<file path="src/rtl/sar_adc_pkg.sv">
// Shared types, default timing and helpers for the SAR ADC channel sequencer.
package sar_adc_pkg;

    localparam int CODE_W     = 10;
    localparam int N_CHNL_DEF = 14;
    localparam int T_RST_DEF  = 4;
    localparam int T_GAP_DEF  = 1;
    localparam int T_SMP_DEF  = 16;
    localparam int T_SET_DEF  = 16;

    typedef enum logic [2:0] {
        ST_IDLE,
        ST_RST,
        ST_GAP1,
        ST_SMP,
        ST_GAP2,
        ST_CONV,
        ST_DONE
    } sar_state_e;

    // Bits needed to hold 0..n-1, never less than one.
    function automatic int bits_for(input int n);
        return (n > 1) ? $clog2(n) : 1;
    endfunction

    function automatic int max3(input int a, input int b, input int c);
        int m;
        m = (a > b) ? a : b;
        return (m > c) ? m : c;
    endfunction

endpackage

</file>
<file path="src/rtl/sar_adc_seq_if.sv">
// Control, result and analog-macro signals of the SAR ADC sequencer.
interface sar_adc_seq_if #(
    parameter int N_CHNL = sar_adc_pkg::N_CHNL_DEF
);
    import sar_adc_pkg::*;

    localparam int IDX_W = bits_for(N_CHNL);

    logic              start;
    logic              stop;
    logic [N_CHNL-1:0] chnl_msk;
    logic              busy;
    logic              done;
    logic [CODE_W-1:0] result;
    logic [IDX_W-1:0]  res_chnl;
    logic [N_CHNL-1:0] dac_sel;
    logic              sh_rst;
    logic              sh_hold;
    logic [CODE_W-1:0] dac_code;
    logic              comp_i;

    // Host plus analog macro side.
    modport master (
        output start, stop, chnl_msk, comp_i,
        input  busy, done, result, res_chnl, dac_sel, sh_rst, sh_hold, dac_code
    );

    // Sequencer side.
    modport slave (
        input  start, stop, chnl_msk, comp_i,
        output busy, done, result, res_chnl, dac_sel, sh_rst, sh_hold, dac_code
    );

endinterface

</file>
<file path="src/rtl/sar_chnl_pick.sv">
// Lowest-set-bit finder used to step through the channel mask in ascending order.
module sar_chnl_pick import sar_adc_pkg::*; #(
    parameter  int N_CHNL = N_CHNL_DEF,
    localparam int IDX_W  = bits_for(N_CHNL)
) (
    input  logic [N_CHNL-1:0] msk_i,
    output logic [IDX_W-1:0]  idx_o,
    output logic              none_o
);

    always_comb begin
        idx_o  = '0;
        none_o = ~|msk_i;
        for (int i = N_CHNL - 1; i >= 0; i--) begin
            if (msk_i[i]) idx_o = IDX_W'(i);
        end
    end

endmodule

</file>
<file path="src/rtl/sar_adc_seq.sv">
// Channel-scanning sequencer: S/H reset, sample, hold, then a 10-bit SAR search per channel.
module sar_adc_seq import sar_adc_pkg::*; #(
    parameter int N_CHNL = N_CHNL_DEF,
    parameter int T_RST  = T_RST_DEF,
    parameter int T_GAP  = T_GAP_DEF,
    parameter int T_SMP  = T_SMP_DEF,
    parameter int T_SET  = T_SET_DEF
) (
    input logic          clk,
    input logic          srst,
    sar_adc_seq_if.slave bus
);

    localparam int IDX_W = bits_for(N_CHNL);
    localparam int CNT_W = bits_for(max3(max3(T_RST, T_SMP, T_SET), T_GAP, 1));

    localparam logic [CNT_W-1:0] LD_RST = CNT_W'(T_RST - 1);
    localparam logic [CNT_W-1:0] LD_GAP = CNT_W'(T_GAP - 1);
    localparam logic [CNT_W-1:0] LD_SMP = CNT_W'(T_SMP - 1);
    localparam logic [CNT_W-1:0] LD_SET = CNT_W'(T_SET - 1);
    localparam logic [3:0]       MSB    = 4'(CODE_W - 1);

    sar_state_e        state_q, state_d;
    logic [CNT_W-1:0]  cnt_q, cnt_d;
    logic [3:0]        bit_q, bit_d;
    logic [IDX_W-1:0]  cur_q, cur_d;
    logic [N_CHNL-1:0] msk_q, msk_d;
    logic              sync1_q, sync2_q;

    logic              busy_q, busy_d;
    logic              done_q, done_d;
    logic [CODE_W-1:0] result_q, result_d;
    logic [IDX_W-1:0]  res_chnl_q, res_chnl_d;
    logic [N_CHNL-1:0] dac_sel_q, dac_sel_d;
    logic              sh_rst_q, sh_rst_d;
    logic              sh_hold_q, sh_hold_d;
    logic [CODE_W-1:0] dac_code_q, dac_code_d;

    logic [N_CHNL-1:0] pick_msk;
    logic [IDX_W-1:0]  pick_idx;
    logic              pick_none;
    logic              cnt_zero;
    logic [CODE_W-1:0] code_dec;

    // In IDLE the first channel comes straight from the incoming mask.
    assign pick_msk = (state_q == ST_IDLE) ? bus.chnl_msk : msk_q;

    sar_chnl_pick #(.N_CHNL(N_CHNL)) u_pick (
        .msk_i  (pick_msk),
        .idx_o  (pick_idx),
        .none_o (pick_none)
    );

    assign cnt_zero = (cnt_q == '0);

    // Working code with the comparator decision for the current bit applied.
    always_comb begin
        code_dec = dac_code_q;
        if (!sync2_q) code_dec[bit_q] = 1'b0;
    end

    always_ff @(posedge clk) begin
        if (srst) begin
            state_q    <= ST_IDLE;
            cnt_q      <= '0;
            bit_q      <= '0;
            cur_q      <= '0;
            msk_q      <= '0;
            sync1_q    <= 1'b0;
            sync2_q    <= 1'b0;
            busy_q     <= 1'b0;
            done_q     <= 1'b0;
            result_q   <= '0;
            res_chnl_q <= '0;
            dac_sel_q  <= '0;
            sh_rst_q   <= 1'b0;
            sh_hold_q  <= 1'b1;
            dac_code_q <= '0;
        end else begin
            state_q    <= state_d;
            cnt_q      <= cnt_d;
            bit_q      <= bit_d;
            cur_q      <= cur_d;
            msk_q      <= msk_d;
            sync1_q    <= bus.comp_i;
            sync2_q    <= sync1_q;
            busy_q     <= busy_d;
            done_q     <= done_d;
            result_q   <= result_d;
            res_chnl_q <= res_chnl_d;
            dac_sel_q  <= dac_sel_d;
            sh_rst_q   <= sh_rst_d;
            sh_hold_q  <= sh_hold_d;
            dac_code_q <= dac_code_d;
        end
    end

    always_comb begin
        state_d = state_q;
        cnt_d   = cnt_zero ? cnt_q : cnt_q - 1'b1;
        bit_d   = bit_q;
        cur_d   = cur_q;
        msk_d   = msk_q;
        unique case (state_q)
            ST_IDLE: begin
                if (bus.start && !pick_none) begin
                    msk_d   = bus.chnl_msk;
                    cur_d   = pick_idx;
                    cnt_d   = LD_RST;
                    state_d = ST_RST;
                end
            end
            ST_RST: begin
                if (cnt_zero) begin
                    cnt_d   = LD_GAP;
                    state_d = ST_GAP1;
                end
            end
            ST_GAP1: begin
                if (cnt_zero) begin
                    cnt_d   = LD_SMP;
                    state_d = ST_SMP;
                end
            end
            ST_SMP: begin
                if (cnt_zero) begin
                    cnt_d   = LD_GAP;
                    state_d = ST_GAP2;
                end
            end
            ST_GAP2: begin
                if (cnt_zero) begin
                    cnt_d   = LD_SET;
                    bit_d   = MSB;
                    state_d = ST_CONV;
                end
            end
            ST_CONV: begin
                if (cnt_zero) begin
                    if (bit_q == '0) begin
                        msk_d[cur_q] = 1'b0;
                        state_d      = ST_DONE;
                    end else begin
                        bit_d = bit_q - 1'b1;
                        cnt_d = LD_SET;
                    end
                end
            end
            ST_DONE: begin
                // Lower bits are already cleared, so the lowest set bit is the next channel up.
                if (pick_none) begin
                    state_d = ST_IDLE;
                end else begin
                    cur_d   = pick_idx;
                    cnt_d   = LD_RST;
                    state_d = ST_RST;
                end
            end
            default: state_d = ST_IDLE;
        endcase
        if (bus.stop) begin
            state_d = ST_IDLE;
            cnt_d   = '0;
            bit_d   = '0;
            cur_d   = '0;
            msk_d   = '0;
        end
    end

    // Outputs are registered from the next state so every analog control is glitch-free.
    always_comb begin
        busy_d    = (state_d != ST_IDLE);
        done_d    = (state_d == ST_DONE);
        sh_rst_d  = (state_d == ST_RST);
        sh_hold_d = (state_d != ST_SMP);
        dac_sel_d = '0;
        if (state_d == ST_SMP) dac_sel_d[cur_d] = 1'b1;
        dac_code_d = '0;
        if (state_d == ST_CONV) begin
            if (state_q != ST_CONV) begin
                dac_code_d[MSB] = 1'b1;
            end else if (cnt_zero) begin
                dac_code_d        = code_dec;
                dac_code_d[bit_d] = 1'b1;
            end else begin
                dac_code_d = dac_code_q;
            end
        end
        result_d   = result_q;
        res_chnl_d = res_chnl_q;
        if (state_d == ST_DONE) begin
            result_d   = code_dec;
            res_chnl_d = cur_q;
        end
    end

    assign bus.busy     = busy_q;
    assign bus.done     = done_q;
    assign bus.result   = result_q;
    assign bus.res_chnl = res_chnl_q;
    assign bus.dac_sel  = dac_sel_q;
    assign bus.sh_rst   = sh_rst_q;
    assign bus.sh_hold  = sh_hold_q;
    assign bus.dac_code = dac_code_q;

endmodule

</file>
<file path="src/flat_wrapper.sv">
// flat-port wrapper written by rule: the top's interface ports become plain ports
module sar_adc_seq_flat import sar_adc_pkg::*;
#(
    parameter int N_CHNL = N_CHNL_DEF,
    parameter int T_RST  = T_RST_DEF,
    parameter int T_GAP  = T_GAP_DEF,
    parameter int T_SMP  = T_SMP_DEF,
    parameter int T_SET  = T_SET_DEF
)
  (clk, srst, bus_start, bus_stop, bus_chnl_msk, bus_comp_i, bus_busy, bus_done, bus_result, bus_res_chnl, bus_dac_sel, bus_sh_rst, bus_sh_hold, bus_dac_code);
  sar_adc_seq_if #(.N_CHNL(N_CHNL)) bus_i ();
  input logic clk;
  input logic srst;
  input wire logic [$bits(bus_i.start)-1:0] bus_start;
  input wire logic [$bits(bus_i.stop)-1:0] bus_stop;
  input wire logic [$bits(bus_i.chnl_msk)-1:0] bus_chnl_msk;
  input wire logic [$bits(bus_i.comp_i)-1:0] bus_comp_i;
  output wire logic [$bits(bus_i.busy)-1:0] bus_busy;
  output wire logic [$bits(bus_i.done)-1:0] bus_done;
  output wire logic [$bits(bus_i.result)-1:0] bus_result;
  output wire logic [$bits(bus_i.res_chnl)-1:0] bus_res_chnl;
  output wire logic [$bits(bus_i.dac_sel)-1:0] bus_dac_sel;
  output wire logic [$bits(bus_i.sh_rst)-1:0] bus_sh_rst;
  output wire logic [$bits(bus_i.sh_hold)-1:0] bus_sh_hold;
  output wire logic [$bits(bus_i.dac_code)-1:0] bus_dac_code;
  assign bus_i.start = bus_start;
  assign bus_i.stop = bus_stop;
  assign bus_i.chnl_msk = bus_chnl_msk;
  assign bus_i.comp_i = bus_comp_i;
  assign bus_busy = bus_i.busy;
  assign bus_done = bus_i.done;
  assign bus_result = bus_i.result;
  assign bus_res_chnl = bus_i.res_chnl;
  assign bus_dac_sel = bus_i.dac_sel;
  assign bus_sh_rst = bus_i.sh_rst;
  assign bus_sh_hold = bus_i.sh_hold;
  assign bus_dac_code = bus_i.dac_code;
  sar_adc_seq #(.N_CHNL(N_CHNL), .T_RST(T_RST), .T_GAP(T_GAP), .T_SMP(T_SMP), .T_SET(T_SET)) u_core (.clk(clk), .srst(srst), .bus(bus_i));
endmodule
</file>
<file path="config.mk">
export PLATFORM = sky130hd
export DESIGN_NAME = sar_adc_seq_flat
export DESIGN_NICKNAME = d
export VERILOG_FILES = /design/src/rtl/sar_adc_pkg.sv /design/src/rtl/sar_adc_seq_if.sv /design/src/rtl/sar_chnl_pick.sv /design/src/rtl/sar_adc_seq.sv /design/src/flat_wrapper.sv
export SDC_FILE = /design/constraint.sdc
export NUM_CORES = 1
export LEC_CHECK = 0
export CORE_MARGIN = 2
export CORE_UTILIZATION = 40
export CTS_BUF_LIST = sky130_fd_sc_hd__clkbuf_16
export DETAILED_ROUTE_END_ITERATION = 12
export HOLD_SLACK_MARGIN = 0.02
export PLACE_DENSITY = 0.65
export SLEW_MARGIN = 20
export SYNTH_ARGS = -nofsm -noshare
export SYNTH_HDL_FRONTEND = slang
export SYNTH_SLANG_ARGS = --single-unit
</file>
<file path="constraint.sdc">
create_clock -name clk -period 2.3 [get_ports clk]
set_input_delay 0.69 -clock clk [delete_from_list [all_inputs] [get_ports clk]]
set_output_delay 0.69 -clock clk [all_outputs]
set_load 0.01 [all_outputs]
</file>
run_1/clock_wires.png
The bar under the picture is 20 µm long.
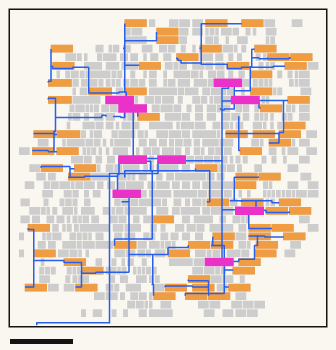
flip-flops -> orange  # count 73
clock wires -> blue  # length 973 µm
clock-net drivers -> magenta  # count 9
routed clock nets = 10
flops lie = widely spread
worst clock skew: 0.01273 ns
clock network power share: 0.411
Latency at later pin: 0.34 ns
Clock Power: 1320 µW

run_1/ff_map.png
The bar under the picture is 20 µm long. Other sequential cells in the stronger gray, the rest of the logic in the fainter gray.
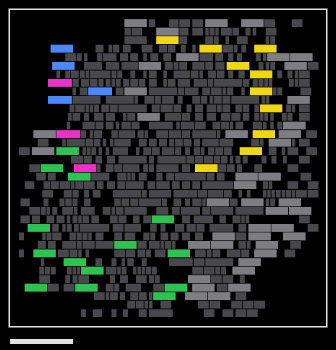
u_core.state_q -> magenta  # flops 3
u_core.cnt_q -> blue  # flops 4, where top left
u_core.bus.dac_code -> yellow  # flops 10, where top right
u_core.msk_q -> green  # flops 14
register area: 1466 µm²
Core Util, Final: 0.6421
Seq. pwr: 1310 µW

==> Changelog: implementation, run 1 <==
### Implementation results

- Status: finished, violations left
- Violated checks: setup timing
- Hold buffer count at CTS: 0
- Vias: 4130
- Slew @ Worst Pin: roughly 0.57 ns
- Max-cap viol count: 0
- Total Wirelength: 11.88 mm
- CTS tree: done
- Registers, synthesis: 73
- Post-synth top cells: 73 x dfxtp_1, 49 x nor2_1, 46 x nand2_1
- Signal buf overhead: 0.2444
- Ys cells: between 400 and 500
- Post-synth EDFFs: 0
- Worst-path cell chain: or3_4, mux2i_1, a311o_1, nor4_2, buf_4, o211ai_1, buf_4, nor3_2
- Main area contributors: dfxtp_1 39%, nor2_1 4.9%, a21oi_1 4.8%, nand2_1 4.6%, a32o_1 3.7%
- Row count: 35
- GRT Resource Usage Total: 0.2251
- Number of port buffers: 60
- Rel. slew slack: 0.6159
- Synthesis-to-layout area growth: 56.99%
- Async SR Flop Fraction: 0
- Drt first pass iters: 5
- Placed cell count: around 690
- Clock network area share: 0.04748
- I/O Pins: 61
- Clk sinks: roughly 73
- Global-route wire length before repair: between 15 and 20 mm
- CP max-delay cell: or3_4
- Multi-In Gates: about 340
- Die Span Y: 100.7 µm
- PnR worst setup slack: -0.01858 ns
- Remaining DRCs: 0
- CP peak stage delay: 0.44 ns
- Setup violations, final: 1
- Final slew viol count: 0
- Synth Instances: 463
- Most numerous cell in the Yosys netlist: dfxtp_1
- # Taps: roughly 110
- RSZ-0062 raised after global routing: true
- Die area: 10150 µm²
run_1/closeup.png
Region (61, 10) to (91, 40) µm. Cells in gray, sequential cells in the stronger gray; small squares are vias.
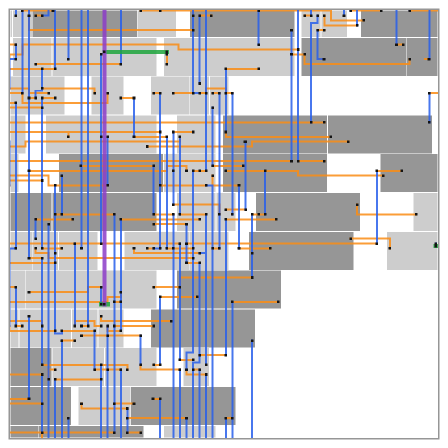
M2 -> blue
M3 -> green
M1 -> orange
M4 -> purple
netlist names of flops here include = u_core.bus.dac_sel (10), u_core.cur_q (4), u_core.bus.res_chnl (2)
sequential cells in the window = 16
cells with their middle in the window = 46
most frequent = dfxtp_1 (16), buf_4 (6)

-- run 1: per-stage QoR --
step                setup WS [ns]  total power (µW)  setup TNS [ns]  utilization
floorplan               -0.008497              1573       -0.008497            -
global placement          -0.8517              1775          -30.54       0.5522
detailed placement        -0.8535              1782          -31.87       0.5522
CTS                     -0.004846              3125       -0.009002       0.6030
global route              -0.1008              3335         -0.7264       0.6421
finish                   -0.01858              3204        -0.01858       0.6421
-- run 1: what timing repair did --
item	in CTS	in global routing
buffers inserted	5	18
resized	49	63
pin swaps	19	34
cloned	0	1
endpoints found under the setup margin	46	29
-- run 1: worst paths after layout --
| kind | end | start | cells after the start |
|---|---|---|---|
| setup / recovery | u_core.bus.dac_sel[4] | u_core.state_q[2] | 8 |
| hold / removal | u_core.sync2_q | u_core.sync1_q | 1 |
| setup reg to reg | u_core.bus.dac_sel[4] | u_core.state_q[2] | 8 |
| hold reg to reg | u_core.sync2_q | u_core.sync1_q | 1 |
-- run 1: layer usage --
| metal | routed length [µm] | vias up | global-route usage |
|---|---|---|---|
| li1 | - | 2020 | - |
| met1 | 5297 | 1934 | 0.3091 |
| met2 | 5683 | 151 | 0.3585 |
| met3 | 663 | 25 | 0.03121 |
| met4 | 238 | 0 | 0.08430 |
| met5 | 0 | - | 0 |
-- run 1: where the power goes --
part           leakage [µW]  switching [µW]  internal (µW)
Combinational       0.00145             294            283
Clock              0.000128             578            737
Sequential         0.000592            23.9           1290
-- run 1: kinds of logic after synthesis --
kind of cell | Yosys count
AND-OR/OR-AND | 129
adder cells (fa/ha/maj) | 7
buffers and inverters | 47
flip-flops | 73
multiplexers | 3
AND/OR/NAND/NOR | 204
run_1/clock_nets.png
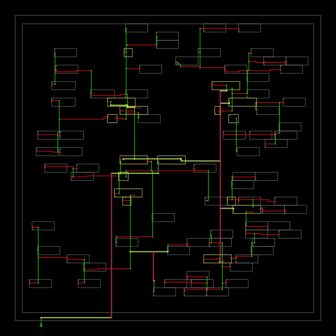

==> run 2, diff against run 1 <==
--- a/config.mk
+++ b/config.mk
@@ -6,11 +6,11 @@
 export NUM_CORES = 1
 export LEC_CHECK = 0
 export CORE_MARGIN = 2
-export CORE_UTILIZATION = 40
+export CORE_UTILIZATION = 45
 export CTS_BUF_LIST = sky130_fd_sc_hd__clkbuf_16
 export DETAILED_ROUTE_END_ITERATION = 12
 export HOLD_SLACK_MARGIN = 0.02
-export PLACE_DENSITY = 0.65
+export PLACE_DENSITY = 0.79
 export SLEW_MARGIN = 20
 export SYNTH_ARGS = -nofsm -noshare
 export SYNTH_HDL_FRONTEND = slang
run_2/clock_nets.png
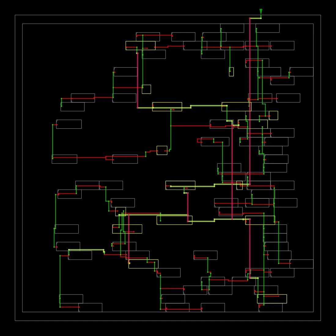
Clock Power: 1430 µW
worst clock skew: 0.008140 ns
flop count: 73
clk sinks: 73

==> run 2 against run 1 <==
The run still ends with setup timing left. Via count rose by 14%. Global-route usage up 5.8 points. Synthesized cell count unchanged. Clock skew shrank 0.0046 ns. Setup slack worse by 0.14 ns. First-iteration DRC count up 140%. Final area increased by 2.4%. Largest cell class unchanged. Power rose by 7.5%. Cell count decreased by 0.69%. Critical path depth is the same. Utilization up 9.8 points.
==> Changelog: implementation, run 2 <==
### Implementation results

- Setup violations, final: 23
- Global-route wire length before repair: 20.04 mm
- Switch Pwr: 982.4 µW
- Reg power frac: 0.382
- Postcts setup bufs: 19
- Status: finished, violations left
- Vias: around 4.7k
- CP max-delay cell: nor3_4
- PnR worst setup slack: -0.1573 ns
- Total Wirelength: roughly 15 mm
- Row count: 33
- Clock network power share: 0.414
- Main area contributors: dfxtp_1 39%, nor2_1 4.9%, a21oi_1 4.8%, nand2_1 4.6%, a32o_1 3.7%
- Slew @ Worst Pin: a little over 0.7 ns
- Max-cap viol count: 0
- Final slew viol count: 0
- Number of port buffers: roughly 60
- Synthesis-to-layout area growth: 60.83%
- Latency at later pin: around 0.34 ns
- Die area: roughly 9000 µm²
- Internal: 2463 µW
- Pre-CTS worst setup slack: -0.8613 ns
- Async SR Flop Fraction: 0
- Die Span Y: 95.21 µm
- CTS-repair resized insts: 71
- Violated checks: setup timing
- CP peak stage delay: 0.39 ns
- Rel. slew slack: 0.5202
- Synth Instances: 463
- Remaining DRCs: 0
run_2/ff_map.png
The bar under the picture is 20 µm long. Other sequential cells in the stronger gray, the rest of the logic in the fainter gray.
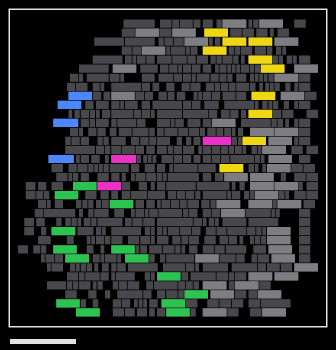
u_core.state_q -> magenta  # flops 3
u_core.cnt_q -> blue  # flops 4
u_core.bus.dac_code -> yellow  # flops 10, where top right
u_core.msk_q -> green  # flops 14

-- run 2: worst register-to-register path, stage by stage (launching register included) --
cell and delay, ns:
dfxtp_4 0.37, nor3_4 0.39, nand4_1 0.27, buf_4 0.23
o2bb2a_4 0.26, buf_4 0.14, o21ai_0 0.14, nand2_1 0.26
o21ai_0 0.23
-- run 2: final cells by class --
type                       instances  share of cell area
clock buffer                       9             0.03741
clock inverter                     7             0.01185
inverter                          16             0.01018
multi-input combinational        344              0.4316
sequential                        73              0.2440
tap                              105             0.02182
timing repair buffer             169              0.2431
-- run 2: cells by family (layout without fill, tap and decap cells) --
logic type,after synthesis,after routing,share of synthesized area
mux,3,3,0.008022
flops,73,73,0.3904
buf+inv,47,201,0.05180
fa+ha+maj,7,7,0.02339
compound gates,129,130,0.2413
simple gates,204,204,0.2851
-- run 2: metal layers --
layer,global-route usage,up-vias,share of wire
met3,0.05613,129,0.12
met2,0.4695,409,0.46
li1,-,2013,-
met1,0.3540,2160,0.36
met5,0,-,0
met4,0.1304,0,0.060
-- run 2: stage by stage --
stage               power [µW]  cells
floorplan                 1573    463
global placement          1778    679
detailed placement        1792    679
CTS                       3282    714
global route              3518    723
finish                    3446    723
-- run 2: power by group through the flow --
stage | Sequential (µW) | Combinational, µW | Clock [µW]
floorplan | 1330 | 241 | 0
detailed placement | 1340 | 456 | 0
global placement | 1340 | 443 | 0
finish | 1320 | 703 | 1430
CTS | 1310 | 554 | 1420
global route | 1320 | 728 | 1470
-- run 2: worst paths after layout --
path,from,to,depth (start not counted)
worst min register to register,u_core.bus.result[5],u_core.bus.result[5],2
worst max-delay path,u_core.state_q[0],u_core.bus.busy,8
worst min-delay path,u_core.bus.result[5],u_core.bus.result[5],2
worst max register to register,u_core.state_q[0],u_core.bus.busy,8
No activity file was given, so power comes from the tool's default toggle rates.
